### Clock network drawn from the DEF, run 1

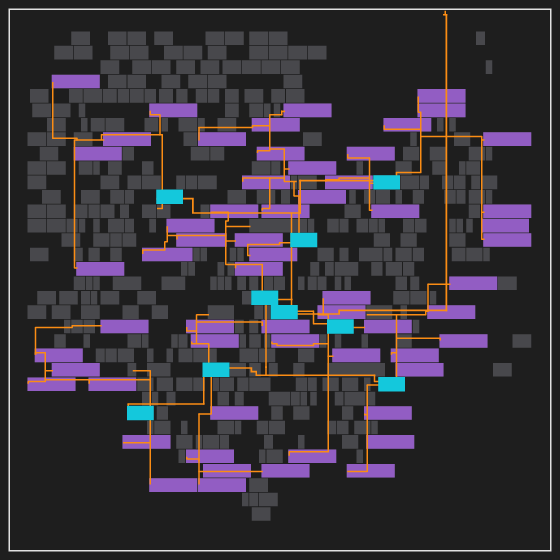
### Sequential cells grouped by signal name, run 1

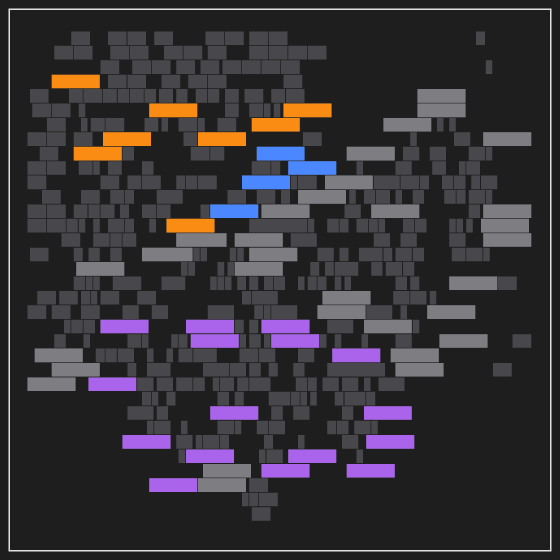
### Routing congestion map, run 1

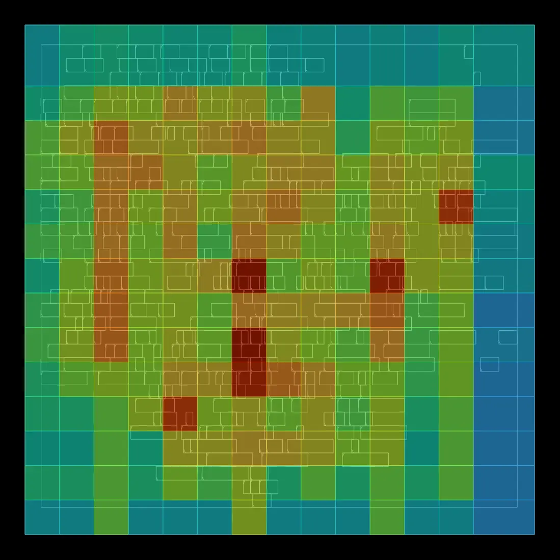
==> config.mk <==
export PLATFORM = sky130hd
export DESIGN_NAME = uart_tx_arbiter
export DESIGN_NICKNAME = d
export VERILOG_FILES = /design/src/rtl/uart_tx_arbiter.sv
export SDC_FILE = /design/constraint.sdc
export NUM_CORES = 1
export LEC_CHECK = 0
export CORE_MARGIN = 3
export CORE_UTILIZATION = 35
export DETAILED_ROUTE_END_ITERATION = 16
export PLACE_DENSITY = 0.64
export RECOVER_POWER = 25
export SYNTH_ARGS = -nofsm -noshare
export SYNTH_HDL_FRONTEND = slang
export SYNTH_SLANG_ARGS = --single-unit
==> constraint.sdc <==
create_clock -name clk -period 7.21 [get_ports clk]
set_clock_uncertainty 0.2 [all_clocks]
set_input_delay 1.442 -clock clk [delete_from_list [all_inputs] [get_ports clk]]
set_output_delay 1.442 -clock clk [all_outputs]
set_load 0.05 [all_outputs]
==> results_slide.txt, run 1 <==
Implementation Results

Job
  • Max_cap viols: 1
  • OpenROAD warnings: 28

Worst setup path
  • Cells along the critical path: buf_2 -> clkbuf_1
  • FF-to-FF path depth: 5
  • Critical Path Sink Type: async pin
  • WP data required: 6.75 ns
  • Crit. path cell count: 2
  • FF-to-FF setup slack: 4.36 ns
  • Delay-heaviest family, CP: buffers and inverters
  • Setup crit start kind: primary input

Final timing
  • Setup TNS: 0 ns
  • Final hold violation count: 0
  • Slew @ Worst Pin: 3.123 ns
  • Setup ws final: 3.004 ns
  • Setup-failing EPs final: 0
  • Fmax achieved: 237.8 MHz
  • Fin. max-slew vios: 60

Placement
  • Placer Congestion: 0.8172
  • HPWL after DPL: 5279 um
  • Placed cell count: 487
  • Port buffer count: 60
  • Pre-CTS setup slack: 2.978 ns

Final layout
  • Number of fill cells: 813
  • Data buffer area share: 14.68%
  • Buffers, non-clock: 62
  • Finished Cell Area: 4108 um2
  • Final net count: 435
  • Final Non-Filler Cells: 503
  • Flop share of the area: 36.00%
  • Antenna cells: 0
  • Top class by area: combinational gates
  • Register Area: 1479 um2
  • MI comb area: 1637 um2
  • Clock Network Area Fraction: 5.544%

Routing
  • Top Metal Used: met4
  • Residual DRC: 0
  • Post-DRT Antenna Nets: 0
  • WL met1: 3623 um
  • Drt wl/cell: 15.10 um
  • DRT Wirelength: 7596 um
  • DRT iter0 DRCs: 176

Power
  • Power density over the cells: 338.3 nW/um2
  • Comb. pwr: 0.538 mW
  • Sequential power share: 36.5%
  • P_int: 0.8323 mW
  • Net Sw Frac: 40.11%
  • Leakage dissipation: 1.805 nW

Logic synthesis
  • Top cell area share: 44.32%
  • Post-synth EDFFs: 0
  • Mux frac, synth: 2.799%
  • Gate Count Post-Synth: 334
  • Ys flop type: dfrtp_1
  • Area contributors post-synth: dfrtp_1 44%, xor2_1 5.7%, nor2_1 4.1%
  • Mean Syn Cell Area: 9.635 um2
  • Synth cell count leaders: 57 x dfrtp_1, 35 x nor2_1, 29 x nand2_1
  • Simple share: 28.38%
  • Synthesized registers: 59
  • Top logic family: simple AND/OR/NAND/NOR gates
  • Adder share: 1.555%
  • XORs/XNORs by Area: 7.348%
  • Mapped cell area: 3218 um2
  • Synth warn: 0

Die
  • Io pins: 61
  • Chip area: 10,380 um2
  • Die width: 101.9 um
  • Core Area: 8806 um2

Clock network
  • Reg clk slew, reported paths: 0.06 ns
  • Post-CTS sizing: 0
  • CTS tree: done
  • CTS Buffer Depth: 2
  • TritonCTS buffer count: 9
  • CTS H-tree depth: 3
  • Post-CTS Hold Buffers: 0

Run status
  • Status: finished with violations
  • Failing checks: capacitance limit, slew limit

Global route
  • Initial antenna violation count: 0
  • Vias in the first global route: 2,666
About 'Clock network drawn from the DEF':
Key: cyan = cells driving clock nets [count 9]; orange = clock wires [length 846 um]; purple = flip-flops [count 59]
Position of the flops: all over the die.
clk ins delay skew pair: 0.33 ns
clock share of power: 24.8%
Clk. pwr: 0.345 mW

About 'Sequential cells grouped by signal name':
Key: blue = `grant_o` [flops 4]; purple = `to_cnt_q` [flops 16]; orange = `tx_data_o` [flops 8]
Another 31 sequential cells are not colored.
Finished Core Util: 46.65%
Flop+latch power: 0.507 mW

About 'Routing congestion map':
GRT Overall Usage: 15.30%
global route hottest layer: met2
met2 Track Usage GR: 23.09%
M1 GR Usage: 21.27%

--- run 2 (diff from run 1) ---
PLACE_DENSITY = 0.67   (was 0.64)
clock period = 3.4 ns   (was 7.21 ns; I/O delays follow)
### Met1 routing, run 2

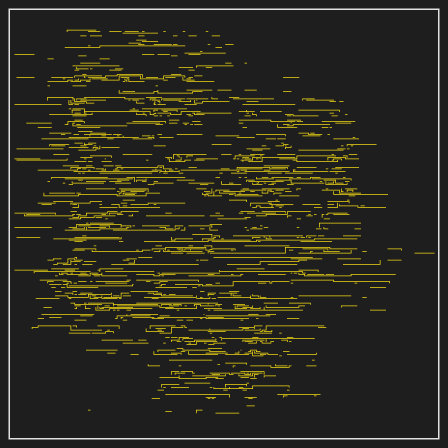
The wires run mostly horizontal. The longest straight run is 23.5 um. The layer carries 3,640 um of wire.
overall via count from detail_route: 2,769
M1 GR Usage: 21.94%

==> results_slide.txt, run 2 <==
Implementation Results

Logic synthesis
  • Gate Count Post-Synth: 334 (unchanged)
  • Ys flop type: dfrtp_1 (unchanged)
  • Area contributors post-synth: dfrtp_1 44%, xor2_1 5.7%, nor2_1 4.1% (unchanged)
  • Cell Type Count: 50 (unchanged)
  • Synth warn: 0 (unchanged)
  • Ys async rst share: 100.0% (unchanged)
  • # Cells Yosys: 334 (unchanged)
  • Cell with the most instances after synthesis: dfrtp_1 (unchanged)
  • Mux frac, synth: 2.799% (unchanged)
  • Mean Syn Cell Area: 9.635 um2 (unchanged)
  • Top logic family: simple AND/OR/NAND/NOR gates (unchanged)
  • Post-synth top area cell: dfrtp_1 (unchanged)
  • Post-synth seq share: 45.96% (unchanged)
  • Synthesized registers: 59 (unchanged)
  • Yosys chip area: 3218 um2 (unchanged)
  • Synth cell count leaders: 57 x dfrtp_1, 35 x nor2_1, 29 x nand2_1 (unchanged)
  • XORs/XNORs by Area: 7.348% (unchanged)
  • Adder share: 1.555% (unchanged)
  • Mapped cell area: 3218 um2 (unchanged)
  • Top cell area share: 44.32% (unchanged)
  • Post-synth EDFFs: 0 (unchanged)
  • Simple share: 28.38% (unchanged)
  • Post-synthesis net count: 379 (unchanged)

Placement
  • Placed Area: 3940 um2 (was 3887 um2)
  • Placer Congestion: 0.8373 (was 0.8172)
  • Placed cell count: 494 (was 487)
  • HPWL after DPL: 5508 um (was 5279 um)
  • Pre-CTS setup slack: 0.3042 ns (was 2.978 ns)
  • Port buffer count: 60 (unchanged)

Power
  • Clock share of power: 23.3% (was 24.8%)
  • Comb. pwr: 1.17 mW (was 0.538 mW)
  • Leakage dissipation: 1.839 nW (was 1.805 nW)
  • Top Consumer: combinational cells (unchanged)
  • Power consumption: 2.929 mW (was 1.390 mW)
  • Flop+latch power: 1.07 mW (was 0.507 mW)
  • Logic gate share of total power: 40.1% (was 38.7%)
  • Clk. pwr: 0.682 mW (was 0.345 mW)
  • Net Sw Frac: 39.85% (was 40.11%)
  • P_int: 1.762 mW (was 0.8323 mW)
  • Power density over the cells: 705.4 nW/um2 (was 338.3 nW/um2)
  • Max IR drop VDD: 450.5 uV (was 187.7 uV)
  • Sequential power share: 36.6% (was 36.5%)
  • Switch Pwr: 1.167 mW (was 0.5573 mW)

Die
  • Tap cell count: 108 (unchanged)
  • Num rows: 34 (unchanged)
  • Pre-Place Util: 36.54% (unchanged)
  • Die Span Y: 101.9 um (unchanged)
  • Die width: 101.9 um (unchanged)
  • Core Area: 8806 um2 (unchanged)
  • Chip area: 10,380 um2 (unchanged)
  • Io pins: 61 (unchanged)

Worst setup path
  • Setup crit start kind: primary input (unchanged)
  • Critical Path Fanout Max: 11 (was 59)
  • CP max-delay cell: or4b_2 (was clkbuf_1)
  • FF-to-FF setup slack: 0.71 ns (was 4.36 ns)
  • Delay-heaviest family, CP: simple AND/OR/NAND/NOR gates (was buffers and inverters)
  • Cells along the critical path: clkdlybuf4s50_1 -> nor4_1 -> or4b_2 -> nand3b_1 -> o211ai_1 (was buf_2 -> clkbuf_1)
  • Critical Path Sink Type: register (was async pin)
  • CP max stage delay: 0.65 ns (was 2.19 ns)
  • WP data required: 3.45 ns (was 6.75 ns)
  • Crit. path cell count: 5 (was 2)
  • Arrival time at the worst endpoint: 2.79 ns (was 3.75 ns)
  • FF-to-FF path depth: 7 (was 5)
  • Crit Path Class: primary input to register (was primary input to async pin)

Final timing
  • Setup ws final: 0.6590 ns (was 3.004 ns)
  • Setup repair after global routing missed its margin: false (unchanged)
  • Fin crit period: 2.741 ns
  • Final hold violation count: 0 (unchanged)
  • Final period util: 80.62%
  • Hold_ws: 0.2803 ns (was 0.2737 ns)
  • Relative slew slack: -31.42% (was -108.2%)
  • Setup TNS: 0 ns (unchanged)
  • Slew @ Worst Pin: 1.971 ns (was 3.123 ns)
  • Fmax achieved: 364.8 MHz
  • Fin. max-slew vios: 37 (was 60)
  • Setup-failing EPs final: 0 (unchanged)

Routing
  • WL met1: 3640 um (was 3623 um)
  • WL met3: 414 um (was 305 um)
  • DRT iter0 DRCs: 99 (was 176)
  • DRT Wirelength: 7726 um (was 7596 um)
  • Top Metal Used: met4 (unchanged)
  • Drt wl/cell: 15.18 um (was 15.10 um)
  • WL met2: 3557 um (was 3563 um)
  • Residual DRC: 0 (unchanged)
  • Post-DRT Antenna Nets: 0 (unchanged)
  • 1st-pass router iterations: 4 (unchanged)
  • Via density: 5.440 (was 5.408)

Final layout
  • Logic share of the area: 39.42% (was 39.84%)
  • Final net count: 442 (was 435)
  • Clock Network Area Fraction: 5.124% (was 5.544%)
  • Top class by area: combinational gates (unchanged)
  • Logic inverters: 7 (unchanged)
  • Top Layout Cells: 59 x clkdlybuf4s50_1, 57 x dfrtp_1, 35 x nor2_1, 29 x nand2_1, 23 x nand3_1 (unchanged)
  • Flop Count: 59 (unchanged)
  • Clk_buf instances: 14 (was 12)
  • Buffers, non-clock: 69 (was 62)
  • Logic Gate Count: 251 (unchanged)
  • Final Non-Filler Cells: 509 (was 503)
  • Most frequent logic cell in the layout: clkdlybuf4s50_1 (unchanged)
  • MI comb area: 1637 um2 (unchanged)
  • Data buffer area share: 15.94% (was 14.68%)
  • Finished Core Util: 47.14% (was 46.65%)
  • Finished Cell Area: 4151 um2 (was 4108 um2)
  • Number of fill cells: 811 (was 813)
  • Layout cell share with drive strength beyond 1: 10.22% (was 8.608%)
  • Register Area: 1479 um2 (unchanged)
  • Antenna cells: 0 (unchanged)
  • Flop share of the area: 35.62% (was 36.00%)

Clock network
  • Post-CTS sizing: 0 (unchanged)
  • CTS H-tree depth: 3 (unchanged)
  • TritonCTS buffer count: 9 (unchanged)
  • Clk ins delay skew pair: 0.33 ns (about the same)
  • Reg clk slew, reported paths: 0.06 ns (about the same)
  • CTS root buffer: clkbuf_8 (unchanged)
  • Setup Buffers After CTS: 0 (unchanged)
  • CTS Buffer Depth: 2 (unchanged)
  • Clk sink count: 59 (unchanged)
  • CTS tree: done (unchanged)
  • Post-CTS Hold Buffers: 0 (unchanged)

Global route
  • Wire length of the first global-routing pass: 12,840 um (was 12,760 um)
  • Initial antenna violation count: 0 (unchanged)
  • GRT Overall Usage: 15.61% (was 15.30%)
  • Largest net degree at the start of global routing: 37 (was 60)
  • Vias in the first global route: 2,657 (was 2,666)
  • Global route hottest layer: met2 (unchanged)
  • Met2 Track Usage GR: 23.34% (was 23.09%)
  • Total gr overflow: 0 (unchanged)

Job
  • OpenROAD warnings: 28 (unchanged)
  • Max_cap viols: 1 (unchanged)

Hold path
  • Worst hold path stage count: 2 (unchanged)
  • Worst min path class: register to register (unchanged)

Run status
  • Status: finished with violations (unchanged)
  • Failing checks: capacitance limit, slew limit (unchanged)
Power and IR drop assume default switching activity.
